$ cat src/rtl/fsm_pkg.sv
// Shared definitions for the control FSM, operator-button capture and ALU op encoding.
package fsm_pkg;

  typedef enum logic [1:0] {
    CAP_IDLE,
    CAP_ARMED,
    CAP_HELD
  } cap_state_t;

  localparam logic [1:0] OP_AND = 2'b00;
  localparam logic [1:0] OP_OR  = 2'b01;
  localparam logic [1:0] OP_ADD = 2'b10;
  localparam logic [1:0] OP_SUB = 2'b11;

  localparam int unsigned NumBtn = 4;

  // True when exactly one bit of v is set.
  function automatic logic is_onehot(input logic [NumBtn-1:0] v);
    return (v != '0) && ((v & (v - NumBtn'(1))) == '0);
  endfunction

  // Only meaningful for one-hot inputs; callers qualify with is_onehot().
  function automatic logic [1:0] btn2op(input logic [NumBtn-1:0] btn);
    logic [1:0] op;
    case (btn)
      4'b0001: op = OP_AND;
      4'b0010: op = OP_OR;
      4'b0100: op = OP_ADD;
      4'b1000: op = OP_SUB;
      default: op = OP_AND;
    endcase
    return op;
  endfunction

  function automatic logic [NumBtn-1:0] op2btn(input logic [1:0] op);
    logic [NumBtn-1:0] btn;
    unique case (op)
      OP_AND:  btn = 4'b0001;
      OP_OR:   btn = 4'b0010;
      OP_ADD:  btn = 4'b0100;
      default: btn = 4'b1000;
    endcase
    return btn;
  endfunction

endpackage

$ cat src/rtl/debounce_bit.sv
// Single-button 2-FF synchronizer followed by a stability counter that commits the
// synchronized level once it has differed from the debounced level for DB cycles.
module debounce_bit #(
  parameter int unsigned DB = 2
) (
  input  logic clk_i,
  input  logic reset_i,
  input  logic btn_i,
  output logic btn_db_o
);

  localparam int unsigned CntW = $clog2(DB) + 1;

  logic            sync1_q, sync2_q;
  logic            db_q, db_d;
  logic [CntW-1:0] cnt_q, cnt_d;

  always_comb begin
    db_d  = db_q;
    cnt_d = '0;
    if (sync2_q != db_q) begin
      if (cnt_q == CntW'(DB - 1)) begin
        db_d  = sync2_q;
        cnt_d = '0;
      end else begin
        cnt_d = cnt_q + CntW'(1);
      end
    end
  end

  always_ff @(posedge clk_i) begin
    if (reset_i) begin
      sync1_q <= 1'b0;
      sync2_q <= 1'b0;
      db_q    <= 1'b0;
      cnt_q   <= '0;
    end else begin
      sync1_q <= btn_i;
      sync2_q <= sync1_q;
      db_q    <= db_d;
      cnt_q   <= cnt_d;
    end
  end

  assign btn_db_o = db_q;

endmodule

$ cat src/rtl/btn_op_capture.sv
// Operator-button receiver: debounces BTN, detects press edges, decodes the one-hot
// press into an ALU op and holds it until the control FSM consumes it.
module btn_op_capture
  import fsm_pkg::*;
#(
  parameter bit          Simulacion = 1'b0,
  parameter int unsigned DB_HW      = 100_000,
  parameter int unsigned DB_SIM     = 2
) (
  input  logic              clk_i,
  input  logic              reset_i,
  input  logic [NumBtn-1:0] btn_i,
  input  logic              ventana_i,
  input  logic              consumir_i,
  output logic [NumBtn-1:0] btn_db_o,
  output logic [1:0]        op_lat_o,
  output logic              op_valid_o,
  output logic              err_multi_o
);

  localparam int unsigned Db = Simulacion ? DB_SIM : DB_HW;

  logic [NumBtn-1:0] btn_db;
  logic [NumBtn-1:0] btn_db_prev_q;
  logic [NumBtn-1:0] rise;
  logic              press_single, press_multi;

  cap_state_t state_q, state_d;
  logic [1:0] op_lat_q, op_lat_d;
  logic       err_multi_q, err_multi_d;

  for (genvar i = 0; i < NumBtn; i++) begin : g_db
    debounce_bit #(
      .DB(Db)
    ) u_debounce_bit (
      .clk_i   (clk_i),
      .reset_i (reset_i),
      .btn_i   (btn_i[i]),
      .btn_db_o(btn_db[i])
    );
  end

  // Only presses matter; releases produce no event.
  assign rise         = btn_db & ~btn_db_prev_q;
  assign press_single = is_onehot(rise);
  assign press_multi  = (rise != '0) && !press_single;

  always_comb begin
    state_d     = state_q;
    op_lat_d    = op_lat_q;
    err_multi_d = 1'b0;
    unique case (state_q)
      CAP_IDLE: begin
        if (ventana_i) state_d = CAP_ARMED;
      end
      CAP_ARMED: begin
        // A capture beats a window closing on the same edge.
        if (press_single) begin
          op_lat_d = btn2op(rise);
          state_d  = CAP_HELD;
        end else begin
          err_multi_d = press_multi;
          if (!ventana_i) state_d = CAP_IDLE;
        end
      end
      CAP_HELD: begin
        if (consumir_i) state_d = CAP_IDLE;
      end
      default: state_d = CAP_IDLE;
    endcase
  end

  always_ff @(posedge clk_i) begin
    if (reset_i) begin
      state_q       <= CAP_IDLE;
      op_lat_q      <= OP_AND;
      err_multi_q   <= 1'b0;
      btn_db_prev_q <= '0;
    end else begin
      state_q       <= state_d;
      op_lat_q      <= op_lat_d;
      err_multi_q   <= err_multi_d;
      btn_db_prev_q <= btn_db;
    end
  end

  assign btn_db_o    = btn_db;
  assign op_lat_o    = op_lat_q;
  assign op_valid_o  = (state_q == CAP_HELD);
  assign err_multi_o = err_multi_q;

endmodule
$ cat config.mk
export PLATFORM = sky130hd
export DESIGN_NAME = btn_op_capture
export DESIGN_NICKNAME = d
export VERILOG_FILES = /design/src/rtl/fsm_pkg.sv /design/src/rtl/debounce_bit.sv /design/src/rtl/btn_op_capture.sv
export SDC_FILE = /design/constraint.sdc
export NUM_CORES = 1
export LEC_CHECK = 0
export ABC_AREA = 0
export CAP_MARGIN = 20
export CORE_MARGIN = 5
export CORE_UTILIZATION = 40
export CTS_CLUSTER_DIAMETER = 150
export CTS_CLUSTER_SIZE = 12
export DETAILED_ROUTE_END_ITERATION = 10
export PLACE_DENSITY_LB_ADDON = 0.2
export SLEW_MARGIN = 20
export SYNTH_ARGS = -nofsm -noshare
export SYNTH_HDL_FRONTEND = slang
export SYNTH_SLANG_ARGS = --single-unit
export TNS_END_PERCENT = 20
$ cat constraint.sdc
create_clock -name clk_i -period 3 [get_ports clk_i]
set_clock_uncertainty 0.15 [all_clocks]
set_input_delay 0.6 -clock clk_i [delete_from_list [all_inputs] [get_ports clk_i]]
set_output_delay 0.6 -clock clk_i [all_outputs]
set_load 0.03 [all_outputs]
Figure 1. Layout detail (run 1).
Window x 69 to 94, y 69 to 94 microns. Cells in grey, sequential cells in the stronger grey; small squares are vias.
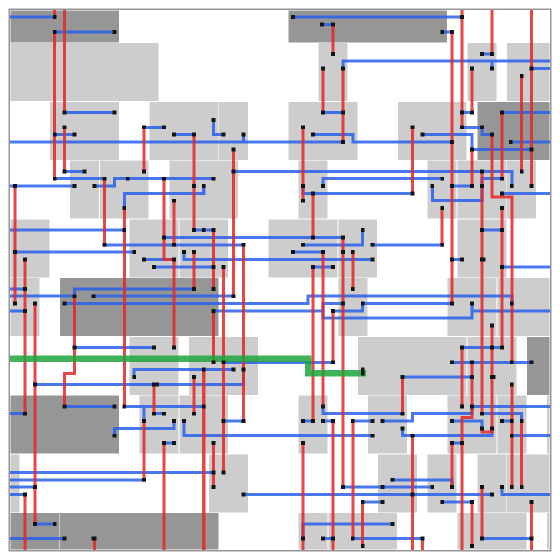
Key: M3 = green; M1 = blue; M2 = red
47 logic cells have their middle in the window. Sequential cells in the window: 5. Netlist names of flops here include g_db.u_debounce_bit.cnt_q (5). Most frequent: nand2_1 (7), nor2_1 (7).

Figure 2. Congestion heat map (run 1).
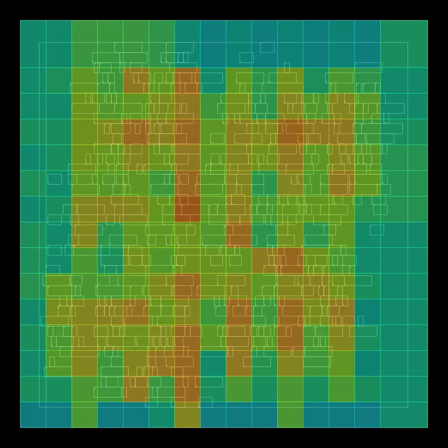
met2 Usage GRT: 19.61%
Top Usage Layer GRT: met2

==> Changelog: implementation, run 1 <==
### Changed

* Outcome: completed
* Number of post-CTS setup repair buffers at 0
* Met3 routed WL at roughly 300 microns
* Worst path cell trace: nor2b_1, clkdlybuf4s50_1
* Leak at roughly 1.5 nW
* Worst path required time at 2250 ps
* Clock-pin slew on the worst setup and hold paths at about 90 ps
* Avg Cell Area, Syn at ~9 sq um
* Hold endpoint: g_db[3].u_debounce_bit.sync2_q
* Logic pwr share at roughly 1.5%
* Setup tns final at 0 ps
* Max-cap violations at 0
* Peak VDD IR at about 320 uV
* Diodes inserted at 0
* Pin count of the biggest net entering global routing at 19
* Power consumption at about 0.0022 W
* Sequential power share at a little under three fifths
* Detailed-route vias per instance at between 4 and 5
* # H-tree levels at 3
* Final Instance Count excl. Fillers at a little under 600
Figure 3. The metal 1 layer (run 1).
Drawn at 2 px/micron.
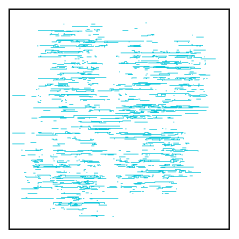
433 nets have wire on it. The layer holds 50% of the routed length. The longest straight run is 26.2 microns. The layer carries 3330 microns of wire. The wires run mostly horizontal.
GR met1 Demand/Resource: 16.65%
vias: 2758
final wirelength: 6633 microns

Figure 4. Where the registers sit (run 1).
Drawn at 4 px/micron. Other sequential cells in the stronger grey, the rest of the logic in the fainter grey.
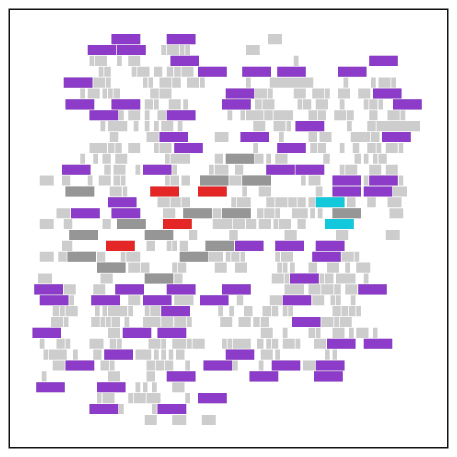
Key: g_db.u_debounce_bit.cnt_q = purple [flops 72, where spread over the die]; g_db.u_debounce_bit.btn_db_o = red [flops 4]; state_q = cyan [flops 2]
Another 15 sequential cells are not coloured.
P_seq: 0.00124 W
flop share of the area: 42.60%
FF+latch area: 1862 sq um

==> run 1: worst max-delay path by stage <==
stage                               startpoint                               end  slack (ps)
5_1_grt        g_db[1].u_debounce_bit.cnt_q[1]   g_db[1].u_debounce_bit.cnt_q[5]         530
6_report                            state_q[1]                        op_valid_o         670
4_1_cts                             state_q[1]                        op_valid_o         640
3_3_place_gp                           reset_i  g_db[0].u_debounce_bit.cnt_q[12]         570
3_5_place_dp                           reset_i   g_db[0].u_debounce_bit.cnt_q[9]         490
2_1_floorplan  g_db[1].u_debounce_bit.cnt_q[0]  g_db[1].u_debounce_bit.cnt_q[16]        1040
==> run 1: synth_stat cells (2+ instances only) <==
library cell   n  area share (%)
dfxtp_1       93              47
nor2_1        93             8.9
xnor2_1       38             8.4
nand2_1       36             3.4
xor2_1        33             7.3
nor2b_1       19             3.0
nand3_1       16             2.0
and3_1        12             1.9
nand4_1       12             1.9
and4_1        10             2.2
nor3_1         8             1.0
inv_1          6            0.57
nor4_1         6            0.95
buf_2          5            0.63
buf_4          4            0.76
ha_1           4             1.3
mux2i_1        4             1.0
a21oi_1        3            0.38
and2_1         3            0.48
nand2b_1       3            0.48
nor4b_1        3            0.67
or2_2          3            0.48
a31o_2         2            0.44
buf_6          2            0.57
clkbuf_1       2            0.19
nor3_2         2            0.51
or3_1          2            0.32
or4_1          2            0.38
==> run 1: through the flow <==
step                      area (sq um)  worst slack (ps)
after global routing              4370             526.8
after detailed placement          4156             492.1
after floorplan                   3943              1042
after CTS                         4370             644.5
after global placement            4156             567.8
final                             4370             669.9
==> run 1: area by class of cell <==
cell class                      instances  area share (%)
Multi-Input combinational cell        322           44.57
Sequential cell                        93           42.60
Tap cell                              133           3.808
Timing Repair Buffer                   16           3.607
Clock buffer                           11           3.006
Clock inverter                          5           1.889
Inverter                                6          0.5153
==> run 1: logic make-up after synthesis <==
family / after synthesis / share of synthesized area [%]
multiplexers: 4 / 1.016
AND/OR/NAND/NOR: 235 / 29.83
buffers and inverters: 21 / 3.364
AND-OR/OR-AND: 8 / 1.523
XOR/XNOR: 71 / 15.77
flip-flops: 93 / 47.22
adder cells (fa/ha/maj): 4 / 1.269
==> run 1: sequential cells by signal (all words and copies together), names as in the netlist <==
signal,cells
g_db.u_debounce_bit.sync1_q,4
op_lat_o,2
g_db.u_debounce_bit.sync2_q,4
g_db.u_debounce_bit.btn_db_o,4
err_multi_o,1
g_db.u_debounce_bit.cnt_q,72
btn_db_prev_q,4
state_q,2
==> run 1: power by group through the flow <==
stage	logic (W)	clock network, W	registers [W]
6_report	0.0000326	0.000902	0.00124
5_1_grt	0.0000375	0.000993	0.00125
4_1_cts	0.0000336	0.000938	0.00125
3_5_place_dp	0.0000333	0	0.00127
3_3_place_gp	0.0000330	0	0.00127
2_1_floorplan	0.0000226	0	0.00127
==> run 1: layer usage <==
| layer | GRT usage [%] | vias up |
|---|---|---|
| met5 | 0 | - |
| met1 | 16.65 | 1253 |
| met3 | 4.618 | 5 |
| li1 | - | 1468 |
| met4 | 4.007 | 0 |
| met2 | 19.61 | 32 |
Figure 5. Gate families picked out (run 1).
Drawn at 2 px/micron.
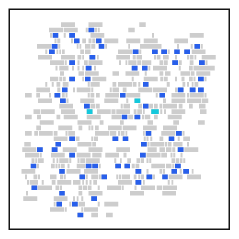

--- run 2 (diff from run 1) ---
==> constraint.sdc (replaced) <==
create_clock -name clk_i -period 1.9 [get_ports clk_i]
set_clock_uncertainty 0.15 [all_clocks]
set_input_delay 0.38 -clock clk_i [delete_from_list [all_inputs] [get_ports clk_i]]
set_output_delay 0.38 -clock clk_i [all_outputs]
set_load 0.03 [all_outputs]
Figure 6. Gate families picked out (run 2).
Drawn at 2 px/micron.
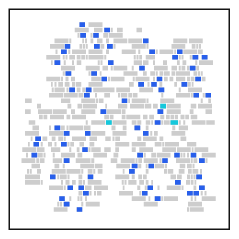
Key: non-inverting ao/oa cells = cyan [cells 3, most used a31o_2]; xor and xnor cells = blue [cells 71, most used xnor2_1, where spread over the die]
Final Instance Count excl. Fillers: 617
multi-input combinational area share: 42.81%
most frequent logic cell in the layout: nor2_1

Figure 7. Where the registers sit (run 2).
Drawn at 4 px/micron. Other sequential cells in the stronger grey, the rest of the logic in the fainter grey.
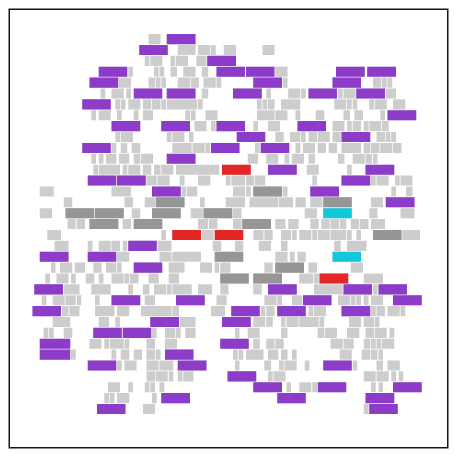
Key: g_db.u_debounce_bit.btn_db_o = red [flops 4, where centre]; g_db.u_debounce_bit.cnt_q = purple [flops 72, where spread over the die]; state_q = cyan [flops 2]
Another 15 sequential cells are not coloured.
flop share of the area: 40.02%
P_seq: 0.00196 W
Post-Route Utilization: 48.10%
FF+latch area: 1864 sq um

Figure 8. Layout detail (run 2).
Window x 69 to 94, y 69 to 94 microns. Cells in grey, sequential cells in the stronger grey; small squares are vias.
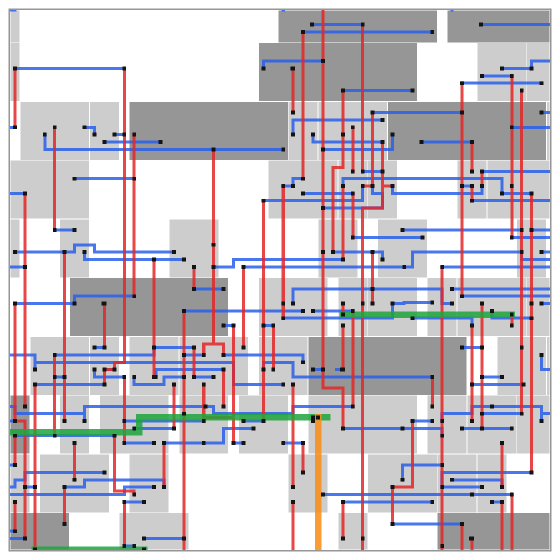
Key: M4 = orange; M1 = blue; M3 = green; M2 = red
Sequential cells in the window: 8. Most frequent: nor2_1 (10), dfxtp_1 (8). Netlist names of flops here include g_db.u_debounce_bit.cnt_q (8). 53 logic cells have their middle in the window.

==> run 2 against run 1 <==
Sequential power increased by 58%. Highest routed layer unchanged. Worst hold slack got worse by 26 ps. Synthesized area unchanged. Power increased by 53%. Synthesized cell count unchanged. Sequential cell count unchanged. Non-clock buffer count increased by 31. Cell count increased by 5.3%. Via count increased by 3.7%. Global-route usage increased by 0.28 points.
==> Changelog: implementation, run 2 <==
### Changed

* Simple Share, Synth at between 20% and 30%
* Outcome: completed
* Leak at between 1.5 and 2 nW
* Post-synth top area cell: dfxtp_1
* Diodes inserted at 0
* Pin count of the biggest net entering global routing at 19
* Largest type area fraction at a little under half
* Max-cap violations at 0
* P per Cell Area at 716.2 nW/um^2
* Clock-pin slew on the worst setup and hold paths at 80 ps
* Dominant kind of combinational cell: simple AND/OR/NAND/NOR gates
* Yosys xor share at about 16%
* Final wirelength at 6842 microns
* Synth area leaders: dfxtp_1 (47%), nor2_1 (8.9%), xnor2_1 (8.4%)
* Detailed-route vias per instance at around 4.6
* Worst path required time at ~2000 ps
* Worst path max stage delay at approximately 340 ps
* Peak VDD IR at slightly below 400 uV
* Mux contribution to synthesized area at around 1.0%
* Max reg flops at between 70 and 80
* Adder share at 1.269%
* # H-tree levels at 3
* Worst path cell trace: ha_1, and3_1, buf_4, and4_1, and3_1, xnor2_1, nor2_1
* Synth cell count leaders: dfxtp_1 (93), nor2_1 (93), xnor2_1 (38)
* Dpl cell area at between 4000 and 5000 sq um
* Most flops, register: g_db.u_debounce_bit.cnt_q
* Avg Cell Area, Syn at ~9.0 sq um
* Vias at between 2k and 3k
[run 2: netlist changes by cell type in the layout (fill, tap and decap cells not counted), sizes merged, moves of 2 or more]
cell / before / now
buf: 1 / 32
clkbuf: 11 / 13
clkdlybuf4s50: 15 / 7
dlygate4sd2: 0 / 6
[run 2: area by class of cell]
cell class	count	area share, %
clock buffer	12	3.116
clock inverter	4	1.021
inverter	6	0.4835
multi-input combinational	322	42.81
sequential	93	40.02
tap	133	3.572
timing repair buffer	47	8.971
[run 2: worst paths after layout]
path                            depth (start not counted)                       startpoint                                to  slack, ps
worst max-delay path                                    7  g_db[2].u_debounce_bit.cnt_q[0]  g_db[2].u_debounce_bit.cnt_q[12]        110
worst min register to register                          1  g_db[3].u_debounce_bit.cnt_q[0]   g_db[3].u_debounce_bit.cnt_q[0]        270
worst max register to register                          7  g_db[2].u_debounce_bit.cnt_q[0]  g_db[2].u_debounce_bit.cnt_q[12]        110
worst min-delay path                                    1  g_db[3].u_debounce_bit.cnt_q[0]   g_db[3].u_debounce_bit.cnt_q[0]        270
[run 2: kinds of logic (layout without fill, tap and decap cells)]
kind of cell	Yosys count	after routing
mux	4	4
fa+ha+maj	4	4
flops	93	93
buf+inv	21	69
xor+xnor	71	71
compound gates	8	8
simple gates	235	235
[run 2: layer usage]
metal	vias up	GRT usage [%]	share of wire (%)
li1	1525	-	-
met1	1295	16.14	50
met2	30	20.66	44
met3	11	4.440	3.8
met4	0	5.343	1.7
met5	-	0	0
[run 2: worst reg2reg max path: cells and delay by family (launching register included)]
kind / cells / cell delay (ps)
buf+inv: 1 / 150
fa+ha+maj: 1 / 220
flops: 1 / 340
xor+xnor: 1 / 140
simple gates: 4 / 700
[run 2: repair_timing]
item	CTS	global route
buffers inserted	0	0
gates resized	8	11
setup endpoints to repair	22	38
[run 2: through the flow]
stage                     setup TNS [ps]  std cells  total power, W  hold slack (ps)  worst slack [ps]
final                                  0        617        0.003336            266.8             111.3
after global routing                   0        617        0.003483            285.4            0.3504
after CTS                              0        617        0.003402            294.3             14.13
after detailed placement          -812.0        601        0.002079            273.3            -35.71
after global placement                 0        601        0.002078            269.2             15.56
after floorplan                        0        436        0.002046            260.5             50.78
[run 2: where the power goes]
group	internal [W]	leakage (nW)	switching, W
clock network	0.000641	0.0964	0.000662
registers	0.00196	0.752	0.00000630
logic	0.0000374	0.827	0.0000305
No activity file was given, so power comes from the tool's default toggle rates.
